**src/rtl/outbox_if.sv**
```systemverilog
// Outbox bus: CPU write side, consumer handshake side and status flags.
// The DUT connects through the slave modport; the producer/consumer connects through master.
interface outbox_if #(
    parameter int DATA_W = 8,
    parameter int DEPTH  = 16,
    parameter int AW     = $clog2(DEPTH)
);
    logic              wOut;
    logic [DATA_W-1:0] data;
    logic              full;
    logic [DATA_W-1:0] o_data;
    logic              o_valid;
    logic              o_ready;
    logic [AW:0]       count;
    logic              overflow;
    logic              clr_ovf;

    modport master (
        output wOut, data, o_ready, clr_ovf,
        input  full, o_data, o_valid, count, overflow
    );

    modport slave (
        input  wOut, data, o_ready, clr_ovf,
        output full, o_data, o_valid, count, overflow
    );
endinterface

```
**src/rtl/outbox.sv**
```systemverilog
// CPU-to-consumer outbox FIFO with a sticky overflow flag.
// The head word is read combinationally, and there is no bypass from write to read.
module outbox #(
    parameter int DATA_W = 8,
    parameter int DEPTH  = 16,
    parameter int AW     = $clog2(DEPTH)
) (
    input logic     clk,
    input logic     rstn,
    outbox_if.slave bus
);
    typedef enum logic [1:0] {
        EMPTY,
        PARTIAL,
        FULL
    } occ_e;

    localparam logic [AW:0]   CNT_MAX = (AW + 1)'(DEPTH);
    localparam logic [AW:0]   CNT_ONE = (AW + 1)'(1);
    localparam logic [AW-1:0] PTR_ONE = AW'(1);

    occ_e              state_q, state_d;
    logic [AW-1:0]     wp_q, wp_d;
    logic [AW-1:0]     rp_q, rp_d;
    logic [AW:0]       count_q, count_d;
    logic              ovf_q, ovf_d;
    logic              push, pop;
    logic [DATA_W-1:0] mem [DEPTH];

    // Full/empty are taken from the pre-edge state, so a pop never frees room for a same-edge push.
    always_comb begin
        // NOTE: every always_comb output gets a default first so no path can infer a latch.
        push    = bus.wOut && (state_q != FULL);
        pop     = bus.o_ready && (state_q != EMPTY);
        wp_d    = wp_q;
        rp_d    = rp_q;
        count_d = count_q;
        ovf_d   = ovf_q;
        state_d = state_q;

        if (push) wp_d = wp_q + PTR_ONE;
        if (pop)  rp_d = rp_q + PTR_ONE;

        case ({push, pop})
            2'b10:   count_d = count_q + CNT_ONE;
            2'b01:   count_d = count_q - CNT_ONE;
            default: count_d = count_q;
        endcase

        // A new overflow event wins over a same-edge clear.
        if (bus.clr_ovf) ovf_d = 1'b0;
        if (bus.wOut && (state_q == FULL)) ovf_d = 1'b1;

        case (state_q)
            EMPTY: begin
                if (push) state_d = PARTIAL;
            end
            PARTIAL: begin
                if (push && !pop && (count_q == CNT_MAX - CNT_ONE)) begin
                    state_d = FULL;
                end else if (pop && !push && (count_q == CNT_ONE)) begin
                    state_d = EMPTY;
                end
            end
            FULL: begin
                if (pop) state_d = PARTIAL;
            end
            default: state_d = EMPTY;
        endcase
    end

    always_ff @(posedge clk) begin
        // NOTE: sequential state uses non-blocking assignments so every register samples pre-edge values.
        if (!rstn) begin
            state_q <= EMPTY;
            wp_q    <= '0;
            rp_q    <= '0;
            count_q <= '0;
            ovf_q   <= 1'b0;
        end else begin
            state_q <= state_d;
            wp_q    <= wp_d;
            rp_q    <= rp_d;
            count_q <= count_d;
            ovf_q   <= ovf_d;
        end
    end

    // NOTE: the storage array has no reset; the pointers alone decide which entries are live.
    always_ff @(posedge clk) begin
        if (rstn && push) mem[wp_q] <= bus.data;
    end

    assign bus.o_data   = mem[rp_q];
    assign bus.o_valid  = (state_q != EMPTY);
    assign bus.full     = (state_q == FULL);
    assign bus.count    = count_q;
    assign bus.overflow = ovf_q;

    // The occupancy state and the word count must always describe the same occupancy.
    assert property (@(posedge clk) disable iff (!rstn)
        (count_q <= CNT_MAX) &&
        ((state_q == EMPTY) == (count_q == '0)) &&
        ((state_q == FULL)  == (count_q == CNT_MAX)));

endmodule
```
**src/flat_wrapper.sv**
```systemverilog
// flat-port wrapper written by rule: the top's interface ports become plain ports
module outbox_flat 
#(
    parameter int DATA_W = 8,
    parameter int DEPTH  = 16,
    parameter int AW     = $clog2(DEPTH)
)
  (clk, rstn, bus_wOut, bus_data, bus_o_ready, bus_clr_ovf, bus_full, bus_o_data, bus_o_valid, bus_count, bus_overflow);
  outbox_if #(.DATA_W(DATA_W), .DEPTH(DEPTH), .AW(AW)) bus_i ();
  input logic clk;
  input logic rstn;
  input wire logic [$bits(bus_i.wOut)-1:0] bus_wOut;
  input wire logic [$bits(bus_i.data)-1:0] bus_data;
  input wire logic [$bits(bus_i.o_ready)-1:0] bus_o_ready;
  input wire logic [$bits(bus_i.clr_ovf)-1:0] bus_clr_ovf;
  output wire logic [$bits(bus_i.full)-1:0] bus_full;
  output wire logic [$bits(bus_i.o_data)-1:0] bus_o_data;
  output wire logic [$bits(bus_i.o_valid)-1:0] bus_o_valid;
  output wire logic [$bits(bus_i.count)-1:0] bus_count;
  output wire logic [$bits(bus_i.overflow)-1:0] bus_overflow;
  assign bus_i.wOut = bus_wOut;
  assign bus_i.data = bus_data;
  assign bus_i.o_ready = bus_o_ready;
  assign bus_i.clr_ovf = bus_clr_ovf;
  assign bus_full = bus_i.full;
  assign bus_o_data = bus_i.o_data;
  assign bus_o_valid = bus_i.o_valid;
  assign bus_count = bus_i.count;
  assign bus_overflow = bus_i.overflow;
  outbox #(.DATA_W(DATA_W), .DEPTH(DEPTH), .AW(AW)) u_core (.clk(clk), .rstn(rstn), .bus(bus_i));
endmodule
```
**config.mk**
```make
export PLATFORM = sky130hd
export DESIGN_NAME = outbox_flat
export DESIGN_NICKNAME = d
export VERILOG_FILES = /design/src/rtl/outbox_if.sv /design/src/rtl/outbox.sv /design/src/flat_wrapper.sv
export SDC_FILE = /design/constraint.sdc
export NUM_CORES = 1
export LEC_CHECK = 0
export ABC_AREA = 1
export CORE_AREA = 3 3 107 150
export DETAILED_ROUTE_END_ITERATION = 8
export DIE_AREA = 0 0 110 153
export GPL_TIMING_DRIVEN = 1
export SYNTH_ARGS = -nofsm -noshare
export SYNTH_HDL_FRONTEND = slang
export SYNTH_SLANG_ARGS = --single-unit
```
**constraint.sdc**
```tcl
create_clock -name clk -period 2.7 [get_ports clk]
set_clock_uncertainty 0.2 [all_clocks]
set_input_delay 0.675 -clock clk [delete_from_list [all_inputs] [get_ports clk]]
set_output_delay 0.675 -clock clk [all_outputs]
set_load 0.005 [all_outputs]
```
congestion.png
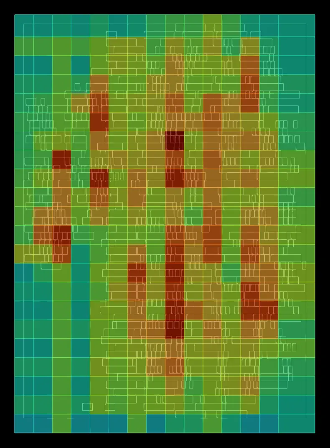
grt met1 use: 0.214
most used routing layer: met2
met2 GRT Util: 0.328

io_fan.png
Scale bar: 20 um.
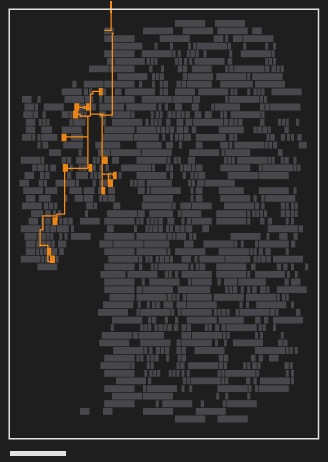
port	color	bits	direction	end cells	buffers	wire
rstn	orange	1	input	14	2	193 um
# IOs: 29
port bufs: 28

==> results.sh <==
# implementation run metrics
export IMPL_status="finished, final reports clean"
export IMPL_post_synth_top_count_cell="nand2_1"
export IMPL_cp_common_cell="nand3_1"
export IMPL_placed_cell_area_um2=7270
export IMPL_cts_tree="yes"
export IMPL_lay_top_cells="nand2_1, edfxtp_1, inv_1, nand3_1, buf_4"
export IMPL_ys_seq_share=0.644
export IMPL_ctsHoldBuffers=0
export IMPL_cts_root_buf="clkbuf_16"
export IMPL_core_area_um2=14900
export IMPL_grt_pass1_vias=4660
export IMPL_synthSimpleGateAreaFrac=0.222
export IMPL_worstSetupEndpoint="bus_o_data[5]"
export IMPL_antenna_diode_count=0
export IMPL_lay_top_count="nand2_1"
export IMPL_cell_internal_pwr_mw=4.08
export IMPL_n_tap_cell=192
export IMPL_synth_top_cells_by_area="edfxtp_1, nand2_1, nand3_1, inv_1, dfxtp_1"
export IMPL_fmax_mhz=378
export IMPL_nonClockInverterCount=122
export IMPL_rr_startpoint="u_core.state_q[1]"
export IMPL_multiInputGateArea_um2=1780
export IMPL_powerClk_mw=2.26
export IMPL_finalSetupTns_ns=0
export IMPL_grt_ovfl_total=0
export IMPL_power_mw=5.22
export IMPL_antenna_found_initial=0
export IMPL_pre_cts_slack_ns=0.120
export IMPL_worst_pin_slew_ns=0.616
export IMPL_grt_usage=0.186
export IMPL_fillers=1309
export IMPL_fp_utilization=0.442
export IMPL_comb_cell_power_mw=0.425
export IMPL_met3_length_um=522
export IMPL_fin_crit_ns=2.64
export IMPL_pwr_share_comb=0.081
export IMPL_largest_register="u_core.mem"
export IMPL_hold_ws_ns=0.277
export IMPL_hold_viol_final=0
export IMPL_xor_area_frac=0.00266
export IMPL_slew_viol_final=0
export IMPL_stdcell_count=942
export IMPL_routed_wl_um=14900
export IMPL_adder_share=0.0209
export IMPL_grt_pass1_wl_um=23500
export IMPL_yosys_cells=673
export IMPL_vias=4660
export IMPL_ir_drop_mv=0.380
export IMPL_worstPathArrival_ns=1.77
export IMPL_powerDensity_nw_per_um2=650
export IMPL_buffer_area_frac=0.0891
export IMPL_synthAoiAreaFrac=0.0188
export IMPL_min_path_type="flop to flop"
export IMPL_worstSetupPathType="flop to output port"
export IMPL_fin_crit_sh=0.979
export IMPL_ant_nets=0
export IMPL_drive_gt1_frac=0.131
export IMPL_slowest_delay_ns=0.37
export IMPL_wl_met1_um=5980
export IMPL_globalplace_congestion=0.879
export IMPL_clkbuf_count=26
export IMPL_edf_count=128
export IMPL_largest_area_cell="edfxtp_1"
export IMPL_p_clk_frac=0.433
export IMPL_area_share_clock_buf_inv=0.0723
export IMPL_p_seq_frac=0.486
export IMPL_grt_max_degree=33
export IMPL_largestClassByArea="sequential cells"
flops_by_reg.png
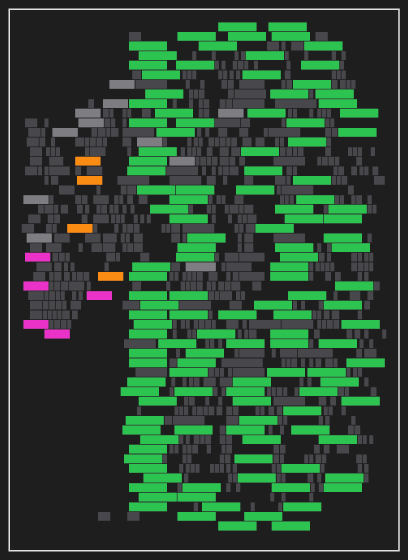
netlist name	color	flops
u_core.bus.count	magenta	5
u_core.mem	green	128
u_core.wp_q	orange	4
flop share of the area: 0.529
Flop area: 4250 um2
final design utilization: 0.538
Power Sequential: 2.53 mW

Power is estimated from default activity; no workload was simulated.
